File: src/rtl/mc_control_fsm.sv
// Multicycle MIPS main control FSM: sequences fetch/decode/execute/mem/writeback.
// Define MC_ADDI_EN to add the addi path (states ADDIEX/ADDIWB).
module mc_control_fsm (
    input  logic       clk,
    input  logic       rst_n,
    input  logic [5:0] op,
    input  logic       zero,
    input  logic       mem_ready,
    output logic       mem_read,
    output logic       mem_write,
    output logic       iord,
    output logic       ir_write,
    output logic       pc_en,
    output logic [1:0] pc_src,
    output logic       reg_write,
    output logic       reg_dst,
    output logic       mem_to_reg,
    output logic       alu_src_a,
    output logic [1:0] alu_src_b,
    output logic [1:0] alu_op,
    output logic       illegal_op,
    output logic [3:0] state
);

    typedef enum logic [3:0] {
        FETCH  = 4'd0,
        DECODE = 4'd1,
        MEMADR = 4'd2,
        MEMRD  = 4'd3,
        MEMWB  = 4'd4,
        MEMWR  = 4'd5,
        EXEC   = 4'd6,
        ALUWB  = 4'd7,
        BRANCH = 4'd8,
`ifdef MC_ADDI_EN
        JUMP   = 4'd9,
        ADDIEX = 4'd10,
        ADDIWB = 4'd11
`else
        JUMP   = 4'd9
`endif
    } state_t;

    localparam logic [5:0] OP_LW   = 6'b100011;
    localparam logic [5:0] OP_SW   = 6'b101011;
    localparam logic [5:0] OP_R    = 6'b000000;
    localparam logic [5:0] OP_BEQ  = 6'b000100;
    localparam logic [5:0] OP_J    = 6'b000010;
`ifdef MC_ADDI_EN
    localparam logic [5:0] OP_ADDI = 6'b001000;
`endif

    state_t state_q;
    state_t state_d;

    always_ff @(posedge clk) begin
        if (!rst_n)
            state_q <= FETCH;
        else
            state_q <= state_d;
    end

    always_comb begin
        state_d    = FETCH;
        mem_read   = 1'b0;
        mem_write  = 1'b0;
        iord       = 1'b0;
        ir_write   = 1'b0;
        pc_en      = 1'b0;
        pc_src     = 2'b00;
        reg_write  = 1'b0;
        reg_dst    = 1'b0;
        mem_to_reg = 1'b0;
        alu_src_a  = 1'b0;
        alu_src_b  = 2'b00;
        alu_op     = 2'b00;
        illegal_op = 1'b0;
        state      = state_q;
        case (state_q)
            FETCH: begin
                mem_read  = 1'b1;
                alu_src_b = 2'b01;
                ir_write  = mem_ready;
                pc_en     = mem_ready;
                state_d   = mem_ready ? DECODE : FETCH;
            end
            DECODE: begin
                alu_src_b = 2'b11;
                unique case (1'b1)
                    (op == OP_LW),
                    (op == OP_SW):   state_d = MEMADR;
                    (op == OP_R):    state_d = EXEC;
                    (op == OP_BEQ):  state_d = BRANCH;
                    (op == OP_J):    state_d = JUMP;
`ifdef MC_ADDI_EN
                    (op == OP_ADDI): state_d = ADDIEX;
`endif
                    default:         illegal_op = 1'b1;
                endcase
            end
            MEMADR: begin
                alu_src_a = 1'b1;
                alu_src_b = 2'b10;
                state_d   = (op == OP_LW) ? MEMRD : MEMWR;
            end
            MEMRD: begin
                mem_read = 1'b1;
                iord     = 1'b1;
                state_d  = mem_ready ? MEMWB : MEMRD;
            end
            MEMWB: begin
                reg_write  = 1'b1;
                mem_to_reg = 1'b1;
            end
            MEMWR: begin
                mem_write = 1'b1;
                iord      = 1'b1;
                state_d   = mem_ready ? FETCH : MEMWR;
            end
            EXEC: begin
                alu_src_a = 1'b1;
                alu_op    = 2'b10;
                state_d   = ALUWB;
            end
            ALUWB: begin
                reg_write = 1'b1;
                reg_dst   = 1'b1;
            end
            BRANCH: begin
                alu_src_a = 1'b1;
                alu_op    = 2'b01;
                pc_src    = 2'b01;
                pc_en     = zero;
            end
            JUMP: begin
                pc_src = 2'b10;
                pc_en  = 1'b1;
            end
`ifdef MC_ADDI_EN
            ADDIEX: begin
                alu_src_a = 1'b1;
                alu_src_b = 2'b10;
                state_d   = ADDIWB;
            end
            ADDIWB: begin
                reg_write = 1'b1;
            end
`endif
            default: state = 4'd0;
        endcase
        // Reset kills strobes and writes combinationally, not at the next edge.
        if (!rst_n) begin
            mem_read   = 1'b0;
            mem_write  = 1'b0;
            iord       = 1'b0;
            ir_write   = 1'b0;
            pc_en      = 1'b0;
            pc_src     = 2'b00;
            reg_write  = 1'b0;
            reg_dst    = 1'b0;
            mem_to_reg = 1'b0;
            alu_src_a  = 1'b0;
            alu_src_b  = 2'b00;
            alu_op     = 2'b00;
            illegal_op = 1'b0;
            state      = 4'd0;
        end
    end

endmodule

File: config.mk
export PLATFORM = sky130hd
export DESIGN_NAME = mc_control_fsm
export DESIGN_NICKNAME = d
export VERILOG_FILES = /design/src/rtl/mc_control_fsm.sv
export SDC_FILE = /design/constraint.sdc
export NUM_CORES = 1
export LEC_CHECK = 0
export ABC_AREA = 0
export CAP_MARGIN = 20
export CORE_AREA = 2 2 41 43
export DETAILED_ROUTE_END_ITERATION = 10
export DIE_AREA = 0 0 43 45
export PLACE_DENSITY_LB_ADDON = 0.25
export SLEW_MARGIN = 30
export SYNTH_ARGS = -nofsm -noshare
export SYNTH_HDL_FRONTEND = slang
export SYNTH_SLANG_ARGS = --single-unit
File: constraint.sdc
create_clock -name clk -period 2.9 [get_ports clk]
set_clock_uncertainty 0.05 [all_clocks]
set_input_delay 0.725 -clock clk [delete_from_list [all_inputs] [get_ports clk]]
set_output_delay 0.725 -clock clk [all_outputs]
set_load 0.005 [all_outputs]
**Routed clock nets over the placement**

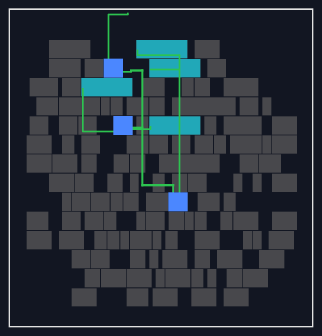
legend:
  clock wires:
    color: green
    length: 87.3 µm
  clock drivers:
    color: blue
    count: 3
  flip-flops:
    color: cyan
    count: 4
flops lie: north
routed clock nets: 4
Clk pwr share: 0.352
clk pwr: 0.0000740 W
clk latency late pin: 0.24 ns

**Gate families picked out**

The bar under the picture is 10 µm long.
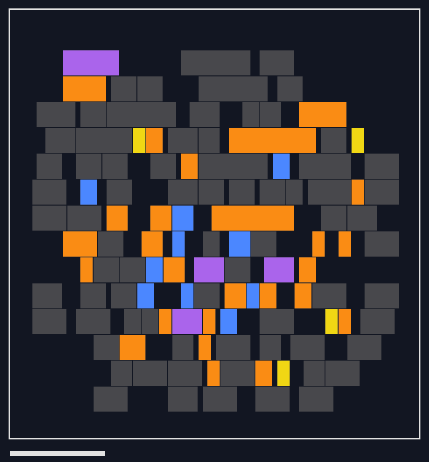
legend:
  xor and xnor cells:
    color: purple
    cells: 4
  inv cells:
    color: yellow
    cells: 4
  nand cells:
    color: blue
    cells: 10
    where: center
  nor cells:
    color: orange
    cells: 26
Top cell excl fill/tap: clkdlybuf4s50_1
logic share of the area: 0.4391
Final Non-Filler Cells: 133

-- report_power, final --
group          total (W)  internal (W)  switching (W)  leakage, nW
Combinational  0.0000769     0.0000471      0.0000297        0.380
Sequential     0.0000595     0.0000563     0.00000321       0.0325
Clock          0.0000740     0.0000466      0.0000274       0.0138
Total           0.000210      0.000150      0.0000603        0.426
-- cell usage after synthesis (all sizes together), types with 2 or more instances --
cell type	n
nor4	2
dfxtp	4
a21oi	3
nand2b	2
xnor2	3
and2	2
and3	3
inv	4
nand2	3
nand3	5
nor3	7
nor2b	4
o21ai	3
nor2	10
buf	5
-- area by class of cell --
cell class | count | area share
Clock buffer | 3 | 0.02284
Inverter | 4 | 0.01523
Multi-Input combinational cell | 60 | 0.4391
Sequential cell | 4 | 0.08122
Tap cell | 16 | 0.02030
Timing Repair Buffer | 46 | 0.4213
-- logic make-up (layout without fill, tap and decap cells) --
| group | Yosys count | count (layout) |
|---|---|---|
| buf+inv | 10 | 53 |
| compound gates | 14 | 14 |
| flops | 4 | 4 |
| simple gates | 42 | 42 |
| xor+xnor | 4 | 4 |
-- cell usage in the layout, fill, tap and decap left out, types with 2 or more instances in the layout --
| cell | count |
|---|---|
| a21oi_1 | 3 |
| and2_1 | 2 |
| and3_1 | 3 |
| buf_4 | 17 |
| clkbuf_4 | 3 |
| clkdlybuf4s50_1 | 24 |
| dfxtp_1 | 4 |
| dlygate4sd2_1 | 4 |
| inv_1 | 3 |
| nand2_1 | 3 |
| nand2b_1 | 2 |
| nand3_1 | 5 |
| nor2_1 | 9 |
| nor2b_1 | 3 |
| nor3_1 | 6 |
| xnor2_1 | 2 |
-- per-layer routing --
metal / routed length [µm] / global-route usage
met5: 0 / 0
met4: 22 / 0.05455
met1: 649 / 0.2019
met3: 67 / 0.01200
met2: 833 / 0.3333
-- metrics by stage --
step | total power, W | std cells | TNS [ns] | worst slack, ns | hold WS [ns]
floorplan | 0.00008778 | 74 | 0 | 0.7625 | 0.6190
global placement | 0.0001304 | 128 | -0.7547 | -0.1277 | 0.6086
detailed placement | 0.0001319 | 128 | -0.9190 | -0.1860 | 0.6162
CTS | 0.0002105 | 133 | 0 | 0.01016 | 0.6224
global route | 0.0002193 | 133 | 0 | 0.01167 | 0.6768
finish | 0.0002104 | 133 | 0 | 0.05579 | 0.6291
-- worst paths after layout --
kind,slack (ns),depth (start not counted),endpoint,startpoint
worst min register to register,0.63,2,state_q[0],state_q[3]
worst max register to register,1.28,5,state_q[2],state_q[0]
worst max-delay path,0.06,5,illegal_op,op[3]
worst min-delay path,0.63,2,state_q[0],state_q[3]
-- worst max-delay path: stages --
cell and delay [ns]:
clkdlybuf4s50_1 0.42, or3_4 0.43, o21ai_4 0.15, a211oi_1 0.08, dlygate4sd2_1 0.26
-- timing repair --
item | in CTS | in global routing
setup endpoints to repair | 10 | 2
resized | 9 | 2
hold buffers | 0 | 0
buffers inserted | 2 | 0
hold endpoints to repair | 0 | 0
cloned | 0 | 0
pin swaps | 2 | 3
==> reports/results.tsv <==
stage	metric	value	unit
sta	Hold Vio Cnt, Final	0	
final_layout	Storage cell area	80.08	µm²
power_and_ir_drop	Leak	0.4258	nW
logic_synthesis	Mapped Nets	84	
routing	total wire length	1573	µm
routing	drt wl/cell	11.83	µm
placed_design	gp weighted congestion	0.7761	
final_layout	Area Overhead vs Synth	79.91	%
final_layout	max reg flops	4	
logic_synthesis	Cell area leaders	dfxtp_1, nor3_1, nor2_1	
logic_synthesis	yosys aoi share	0.1826	
setup_path	crit path DRT	2.12	ns
sta	final setup fails	0	
run_status	status	finished, final reports clean	
clock_tree	H-tree depth	1	
sta	Max Fclk	0.3516	GHz
clock_tree	clk slew on worst S/H paths	0.04	ns
global_route	Overflow after GRT	0	
min_path	hold crit path type	reg -> reg	
sta	Final min period	2.844	ns
logic_synthesis	Yosys reg bits	4	
placed_design	post-DP HPWL	1249	µm
die	io pins	30	
power_and_ir_drop	Pwr Density	213.4	mW/mm²
logic_synthesis	Ys Warns	0	
sta	Rel. slew slack	0.6797	
global_route	initial antenna violation count	0	
routing	total number of vias	697	
run	Max-Cap Viols	0	
final_layout	post-route cell area	985.9	µm²
final_layout	# fillers	140	
routing	DR DRC count	0	
die	Die Span X	43	µm
logic_synthesis	Seq share, synth	0.1461	
clock_tree	CTS tree	yes	
final_layout	fin nets	129	
logic_synthesis	Syn Std Cell Area	548.0	µm²
setup_path	Setup crit start kind	input pin	
setup_path	Setup crit end kind	output pin	
final_layout	layout cells sized above 1	0.2650	
routing	DR vias/cell	5.241	
final_layout	final core utilization	0.6701	
die	chip area	0.001935	mm²
sta	Final Max Slew Viols	0	
final_layout	logic area	432.9	µm²
logic_synthesis	Dominant Register Cell	dfxtp_1	
routing	initial DRC count	16	
logic_synthesis	simple-gate share of the synthesized area	0.4863	
power_and_ir_drop	maximum resistive drop on vdd	0.1887	mV
logic_synthesis	Synth cell types	35	
clock_tree	clock tree buffer depth	2	
logic_synthesis	MUX share of area	0	
sta	Slew @ Worst Pin	0.4798	ns
die	Rows	14	
die	core area	0.001471	mm²
final_layout	biggest regs	state_q: 4 flops	
global_route	global-route wire length before repair	2594	µm
clock_tree	Inserted Clock Buffers	3	
placed_design	Area after DPL	919.6	µm²
logic_synthesis	asr flop ratio synth	0	
die	fp_density	0.3724	
routing	antenna violation net count after detailed routing	0	
setup_path	Max FO, Critical Path	3	
logic_synthesis	Post-Synthesis Cells	74	
logic_synthesis	EDFF count, synth	0	
logic_synthesis	Chip Area, Yosys	548.0	µm²
logic_synthesis	Adder Share, Synth	0	
global_route	vias in the first global route	622	
die	Die Height	45	µm
logic_synthesis	ys cells	74	
final_layout	diodes inserted	0	
logic_synthesis	XOR/XNOR Fraction of Synth Area	0.06393	
sta	Final period util	0.9808	
logic_synthesis	syn avg cell area	7.406	µm²
clock_tree	clock root buffer	clkbuf_4	
Power and IR drop assume default switching activity.
